<file path="config.mk">
export PLATFORM = sky130hd
export DESIGN_NAME = fft_frame_loader_flat
export DESIGN_NICKNAME = d
export VERILOG_FILES = /design/src/rtl/fft_pkg.sv /design/src/rtl/fft_frame_loader_if.sv /design/src/rtl/fft_frame_bank.sv /design/src/rtl/fft_frame_loader.sv /design/src/flat_wrapper.sv
export SDC_FILE = /design/constraint.sdc
export NUM_CORES = 2
export LEC_CHECK = 0
export ABC_AREA = 1
export CAP_MARGIN = 10
export CORE_AREA = 5 5 349 351
export DETAILED_ROUTE_END_ITERATION = 10
export DIE_AREA = 0 0 354 356
export PLACE_DENSITY = 0.69
export SYNTH_ARGS = -nofsm -noshare
export SYNTH_HDL_FRONTEND = slang
export SYNTH_SLANG_ARGS = --single-unit
</file>
<file path="constraint.sdc">
create_clock -name clk -period 33.4 [get_ports clk]
set_clock_uncertainty 0.2 [all_clocks]
set_input_delay 3.34 -clock clk [delete_from_list [all_inputs] [get_ports clk]]
set_output_delay 3.34 -clock clk [all_outputs]
set_load 0.005 [all_outputs]
</file>
<file path="src/rtl/fft_pkg.sv">
// Shared FFT datapath constants and the complex sample payload.
package fft_pkg;

    localparam int unsigned FFT_WIDTH = 9;
    localparam int unsigned FFT_DEPTH = 16;

    typedef struct packed {
        logic signed [FFT_WIDTH-1:0] re;
        logic signed [FFT_WIDTH-1:0] im;
    } cplx_t;

endpackage

</file>
<file path="src/rtl/fft_frame_loader_if.sv">
// Sample stream in, half-frame vectors out, between source, loader and butterfly.
interface fft_frame_loader_if
    import fft_pkg::*;
#(
    parameter int unsigned WIDTH = FFT_WIDTH,
    parameter int unsigned DEPTH = FFT_DEPTH
) ();

    logic                    s_valid;
    logic                    s_ready;
    logic signed [WIDTH-1:0] s_re;
    logic signed [WIDTH-1:0] s_im;
    logic                    s_last;

    logic signed [WIDTH-1:0] dout_R1 [DEPTH];
    logic signed [WIDTH-1:0] dout_R2 [DEPTH];
    logic signed [WIDTH-1:0] dout_Q1 [DEPTH];
    logic signed [WIDTH-1:0] dout_Q2 [DEPTH];
    logic                    out_valid;
    logic                    out_ready;
    logic                    frame_err;

    // Environment side: sample source plus butterfly consumer.
    modport master (
        output s_valid, s_re, s_im, s_last, out_ready,
        input  s_ready, dout_R1, dout_R2, dout_Q1, dout_Q2, out_valid, frame_err
    );

    modport slave (
        input  s_valid, s_re, s_im, s_last, out_ready,
        output s_ready, dout_R1, dout_R2, dout_Q1, dout_Q2, out_valid, frame_err
    );

endinterface

</file>
<file path="src/rtl/fft_frame_bank.sv">
// One frame bank: four DEPTH-entry signed register vectors, written one sample at a time.
module fft_frame_bank
    import fft_pkg::*;
#(
    parameter int unsigned WIDTH = FFT_WIDTH,
    parameter int unsigned DEPTH = FFT_DEPTH,
    parameter int unsigned IDX_W = (DEPTH > 1) ? $clog2(DEPTH) : 1
) (
    input  logic                    clk,
    input  logic                    rst,
    input  logic                    we,
    input  logic [IDX_W-1:0]        idx,
    input  logic                    hi,
    input  logic signed [WIDTH-1:0] re,
    input  logic signed [WIDTH-1:0] im,
    output logic signed [WIDTH-1:0] r1 [DEPTH],
    output logic signed [WIDTH-1:0] r2 [DEPTH],
    output logic signed [WIDTH-1:0] q1 [DEPTH],
    output logic signed [WIDTH-1:0] q2 [DEPTH]
);

    always_ff @(posedge clk or posedge rst) begin
        if (rst) begin
            for (int i = 0; i < DEPTH; i++) begin
                r1[i] <= '0;
                r2[i] <= '0;
                q1[i] <= '0;
                q2[i] <= '0;
            end
        end else if (we) begin
            if (hi) begin
                r2[idx] <= re;
                q2[idx] <= im;
            end else begin
                r1[idx] <= re;
                q1[idx] <= im;
            end
        end
    end

endmodule

</file>
<file path="src/rtl/fft_frame_loader.sv">
// Ping-pong frame loader: collects 2*DEPTH streamed samples per bank and presents
// a completed bank as four half-frame vectors to the first butterfly stage.
module fft_frame_loader
    import fft_pkg::*;
#(
    parameter int unsigned WIDTH = FFT_WIDTH,
    parameter int unsigned DEPTH = FFT_DEPTH
) (
    input  logic              clk,
    input  logic              rst,
    fft_frame_loader_if.slave bus
);

    localparam int unsigned CNT_W = $clog2(2 * DEPTH);
    localparam int unsigned IDX_W = (DEPTH > 1) ? $clog2(DEPTH) : 1;
    localparam logic [CNT_W-1:0] LAST_CNT = CNT_W'(2 * DEPTH - 1);
    localparam logic [CNT_W-1:0] HALF_CNT = CNT_W'(DEPTH);

    logic [1:0]       full;
    logic [1:0]       full_nxt;
    logic             wr_sel;
    logic             rd_sel;
    logic [CNT_W-1:0] wr_cnt;
    logic             frame_err_q;

    logic             accept;
    logic             frame_done;
    logic             early_last;
    logic             consume;
    logic             wr_hi;
    logic [IDX_W-1:0] wr_idx;

    logic signed [WIDTH-1:0] bank_r1 [2][DEPTH];
    logic signed [WIDTH-1:0] bank_r2 [2][DEPTH];
    logic signed [WIDTH-1:0] bank_q1 [2][DEPTH];
    logic signed [WIDTH-1:0] bank_q2 [2][DEPTH];

    assign accept     = bus.s_valid && !full[wr_sel];
    assign frame_done = accept && (wr_cnt == LAST_CNT);
    assign early_last = accept && bus.s_last && !frame_done;
    assign consume    = full[rd_sel] && bus.out_ready;
    assign wr_hi      = (wr_cnt >= HALF_CNT);
    assign wr_idx     = wr_hi ? IDX_W'(wr_cnt - HALF_CNT) : IDX_W'(wr_cnt);

    // Completion and consumption always target different banks, so both may apply at once.
    always_comb begin
        full_nxt = full;
        if (consume) begin
            full_nxt[rd_sel] = 1'b0;
        end
        if (frame_done) begin
            full_nxt[wr_sel] = 1'b1;
        end
    end

    always_ff @(posedge clk or posedge rst) begin
        if (rst) begin
            full        <= 2'b00;
            wr_sel      <= 1'b0;
            rd_sel      <= 1'b0;
            wr_cnt      <= '0;
            frame_err_q <= 1'b0;
        end else begin
            full        <= full_nxt;
            frame_err_q <= (frame_done && !bus.s_last) || early_last;
            if (accept) begin
                wr_cnt <= (frame_done || bus.s_last) ? '0 : wr_cnt + CNT_W'(1);
            end
            if (frame_done) begin
                wr_sel <= !wr_sel;
            end
            if (consume) begin
                rd_sel <= !rd_sel;
            end
        end
    end

    for (genvar g = 0; g < 2; g++) begin : g_bank
        fft_frame_bank #(
            .WIDTH (WIDTH),
            .DEPTH (DEPTH),
            .IDX_W (IDX_W)
        ) u_bank (
            .clk (clk),
            .rst (rst),
            .we  (accept && (wr_sel == 1'(g))),
            .idx (wr_idx),
            .hi  (wr_hi),
            .re  (bus.s_re),
            .im  (bus.s_im),
            .r1  (bank_r1[g]),
            .r2  (bank_r2[g]),
            .q1  (bank_q1[g]),
            .q2  (bank_q2[g])
        );
    end

    // Present the read bank; consumers qualify the vectors with out_valid.
    always_comb begin
        for (int i = 0; i < DEPTH; i++) begin
            bus.dout_R1[i] = bank_r1[rd_sel][i];
            bus.dout_R2[i] = bank_r2[rd_sel][i];
            bus.dout_Q1[i] = bank_q1[rd_sel][i];
            bus.dout_Q2[i] = bank_q2[rd_sel][i];
        end
    end

    assign bus.s_ready   = !full[wr_sel];
    assign bus.out_valid = full[rd_sel];
    assign bus.frame_err = frame_err_q;

endmodule
</file>
<file path="src/flat_wrapper.sv">
// flat-port wrapper written by rule: the top's interface ports become plain ports
module fft_frame_loader_flat import fft_pkg::*;
#(
    parameter int unsigned WIDTH = FFT_WIDTH,
    parameter int unsigned DEPTH = FFT_DEPTH
)
  (clk, rst, bus_s_valid, bus_s_re, bus_s_im, bus_s_last, bus_out_ready, bus_s_ready, bus_dout_R1, bus_dout_R2, bus_dout_Q1, bus_dout_Q2, bus_out_valid, bus_frame_err);
  fft_frame_loader_if #(.WIDTH(WIDTH), .DEPTH(DEPTH)) bus_i ();
  input  logic clk;
  input  logic rst;
  input wire logic [$bits(bus_i.s_valid)-1:0] bus_s_valid;
  input wire logic [$bits(bus_i.s_re)-1:0] bus_s_re;
  input wire logic [$bits(bus_i.s_im)-1:0] bus_s_im;
  input wire logic [$bits(bus_i.s_last)-1:0] bus_s_last;
  input wire logic [$bits(bus_i.out_ready)-1:0] bus_out_ready;
  output wire logic [$bits(bus_i.s_ready)-1:0] bus_s_ready;
  output wire logic [$bits(bus_i.dout_R1)-1:0] bus_dout_R1;
  output wire logic [$bits(bus_i.dout_R2)-1:0] bus_dout_R2;
  output wire logic [$bits(bus_i.dout_Q1)-1:0] bus_dout_Q1;
  output wire logic [$bits(bus_i.dout_Q2)-1:0] bus_dout_Q2;
  output wire logic [$bits(bus_i.out_valid)-1:0] bus_out_valid;
  output wire logic [$bits(bus_i.frame_err)-1:0] bus_frame_err;
  assign bus_i.s_valid = bus_s_valid;
  assign bus_i.s_re = bus_s_re;
  assign bus_i.s_im = bus_s_im;
  assign bus_i.s_last = bus_s_last;
  assign bus_i.out_ready = bus_out_ready;
  assign bus_s_ready = bus_i.s_ready;
  assign bus_dout_R1 = {>>{bus_i.dout_R1}};
  assign bus_dout_R2 = {>>{bus_i.dout_R2}};
  assign bus_dout_Q1 = {>>{bus_i.dout_Q1}};
  assign bus_dout_Q2 = {>>{bus_i.dout_Q2}};
  assign bus_out_valid = bus_i.out_valid;
  assign bus_frame_err = bus_i.frame_err;
  fft_frame_loader #(.WIDTH(WIDTH), .DEPTH(DEPTH)) u_core (.clk(clk), .rst(rst), .bus(bus_i));
endmodule
</file>
==> flow_metrics.tcl <==
# collected from the flow reports
set metrics [dict create \
    ys_top_cells_by_area "dfrtp_1 58%, o21ai_0 17%, nand2_1 15%" \
    clk_pin_slew_ps 60 \
    synth.comb.largest_family "AND-OR/OR-AND gates" \
    gp_congestion 0.821 \
    clk_latency_ps 690 \
    place_hpwl_um 108000 \
    design_area_mm2 0.0614 \
    peakVddDrop_mv 0.0412 \
    yosysCellCount 6136 \
    grt_max_degree 282 \
    io_pins 602 \
    fin_ws_ps 24890 \
    dieHeight_um 356 \
    ys_types 24 \
    setup_tns_ps 0 \
    path_buffers 7 \
    n_fill_cell 10700 \
    most_common_cell "nand2_1" \
    most-common-layout-cells "2053 x nand2_1, 1708 x o21ai_0, 1161 x dfrtp_1, 620 x inv_1, 583 x clkdlybuf4s50_1" \
    avgRoutedWirePerCell_um 21.5 \
    grt_pass1_vias 41000 \
    dpl_cell_area_mm2 0.0572 \
    io_buffers 601 \
    drive_above_1_share 0.0551 \
    outcome "finished clean" \
    clockBufferDepth 3 \
    crit_family "buffers and inverters" \
    wirelength_um 175000 \
    rsz0062_at_grt "no" \
    critPathSlowestCell "buf_4" \
    ff_type "dfrtp_1" \
    netlist_instances 6136 \
    layout.cells.non_filler 8119 \
    path_cells "clkdlybuf4s50_1 > clkinvlp_4 > buf_4 > buf_4 > buf_4 > buf_4 > buf_4" \
    crit_path_frequent_cell "buf_4" \
    yosysTopAreaCellShare 0.576 \
    drv_slew 0 \
    htree_levels 3 \
    cts-resized-gates 0 \
    final_common_cell "nand2_1" \
    vias_per_cell 5.29 \
    crit_fanout 80 \
    synthesis.nets 6164 \
    min_path_type "register to register" \
    register_area_mm2 0.0291 \
    synth_area_mm2 0.0505 \
    wl_met1_um 73700 \
    place_inst 7889 \
    wl_met2_um 78800 \
    postCtsSetupBuffers 0 \
    areaGrowthSynthToFinish_pct 21.5 \
    layout.nets 6498 \
    setup_violations 0 \
    mux_share 0 \
    dieArea_mm2 0.126 \
    start_kind "input pin" \
    area.combinational_mm2 0.0172 \
    max_freq_ghz 0.117 \
    maxSlewHeadroom 0.138 \
    route.detailed.drc 0 \
    fp_util 0.425 \
    tightest_slew_ps 1290 \
    tritoncts "built" \
    maxCapViolCount 0 \
    openroad.warnings 58 \
    worst_ep_required_time_ps 33870 \
    p_leak_nw 29.3 \
    rows 127 \
    synthTopCellsByCount "2053 x nand2_1, 1708 x o21ai_0, 1162 x dfrtp_1" \
    ys_ff 1162 \
    setup.worst_path.end_class "async pin" \
    period_minus_slack_ps 8510 \
    whs_ps 280 \
    period_used_share 0.255 \
    synth_sequential_area_ratio 0.576 \
    cts_root_buffer "clkbuf_16" \
    ys_warn_count 0 \
    synthXorXnorAreaFrac 0.000347 \
    ys_chip_area_mm2 0.0505 \
    overflow 0 \
    dr_wl_met3_um 13700 \
    largest_area_cell "dfrtp_1" \
    p_per_area_mw_per_mm2 50.4 \
    dr.first_iter.drc_count 4901 \
    chipWidth_um 354 \
    adder_share 0.00124 \
    antenna_left 0 \
    cpPeakStageDelay_ps 920 \
    grt_pass1_wl_um 261000 \
    core-area_mm2 0.119 \
]
path summary, 6_finish.rpt:
kind / startpoint / to / slack, ps / depth (start not counted)
max in group clk: u_core.rd_sel / bus_dout_R2[116] / 25240 / 4
worst min-delay path: u_core.g_bank[1].u_bank.r1[121] / u_core.g_bank[1].u_bank.r1[121] / 280 / 2
worst max register to register: u_core.wr_cnt[4] / u_core.g_bank[1].u_bank.q2[102] / 30240 / 6
worst min register to register: u_core.g_bank[1].u_bank.r1[121] / u_core.g_bank[1].u_bank.r1[121] / 280 / 2
min in group asynchronous: rst / u_core.g_bank[0].u_bank.r1[105] / 3010 / 2
worst max-delay path: rst / u_core.g_bank[1].u_bank.r2[103] / 24890 / 7
logic make-up (layout without fill, tap and decap cells):
logic type / Yosys count / after routing
xor gates and xnor gates: 2 / 2
other: 0 / 4
and+or+nand+nor: 2140 / 2140
adders and majority gates: 5 / 5
DFF: 1162 / 1162
AOI/OAI and AO/OA: 1734 / 1734
buffers and inverters: 1093 / 1524
report_power, final:
part | internal (mW) | total [mW] | switching [mW] | leakage [nW]
combinational | 0.0411 | 0.194 | 0.153 | 13.6
sequential | 1.49 | 1.51 | 0.0225 | 13.7
clock | 0.812 | 1.39 | 0.577 | 2.00
total | 2.34 | 3.09 | 0.752 | 29.3
layer usage:
layer / GRT usage / up-vias
li1: - / 19900
met1: 0.378 / 20900
met2: 0.418 / 1802
met3: 0.0467 / 338
met4: 0.123 / 4
met5: 0 / -
area by class of cell:
cell class,instances,share of cell area
tap,1548,0.0316
sequential,1162,0.474
clock buffer,173,0.0572
timing repair buffer,677,0.109
clock inverter,46,0.00891
inverter,628,0.0385
multi-input combinational,3881,0.281
antenna,4,0.000163
### Cells coloured by class

(1 px per um)
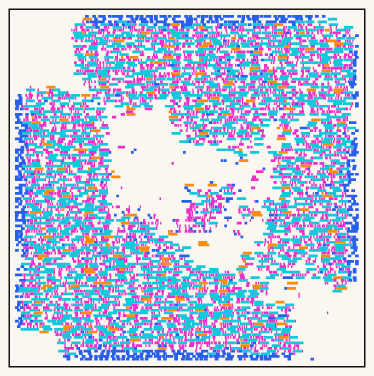
colour	class	cells	share of their area
cyan	flops	1162	49%
magenta	combinational and other logic	4509	33%
blue	other buffers and delay cells	677	11%
orange	clock drivers and dummy loads	219	6.8%

### Clock routing

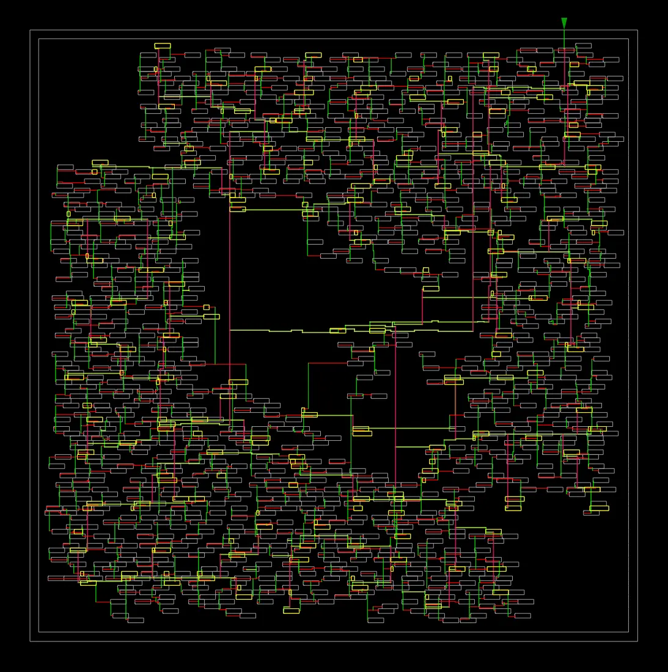
clkbuf count: 173
flop count: 1162
clock group power: 1.39 mW
TritonCTS Buffers: 120
clock sinks: 1162

### I/O pins on the die edge

(1 px per um) Pins as bars across the die edge, other pins in grey.
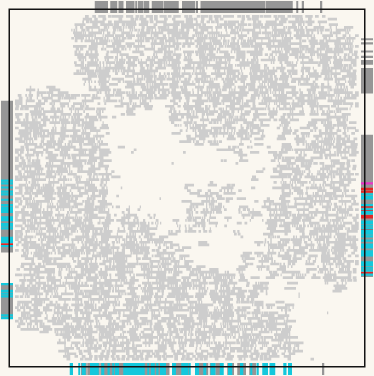
colour	port	pins	direction	edge
cyan	bus_dout_R1	144	output	87 bottom, 29 right, 28 left
magenta	bus_s_ready	1	output	right
red	bus_s_re	9	input	8 right, 1 left

### Metal layers overlaid

(1 px per um)
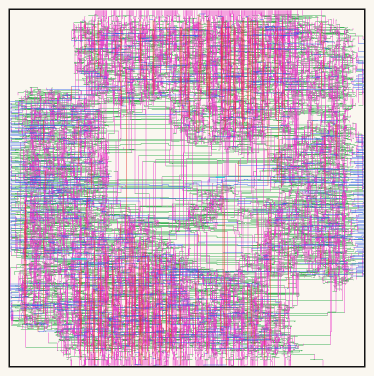
colour	layer	wire length
red	metal 4	8670 um
green	metal 1	73.7 mm
magenta	metal 2	78.8 mm
blue	metal 3	13700 um
cyan	metal 5	21.2 um
routed vias: 43.0k
GRT Util Overall: 0.271

Power figures rest on the tool's default switching activity, not on a simulated workload.
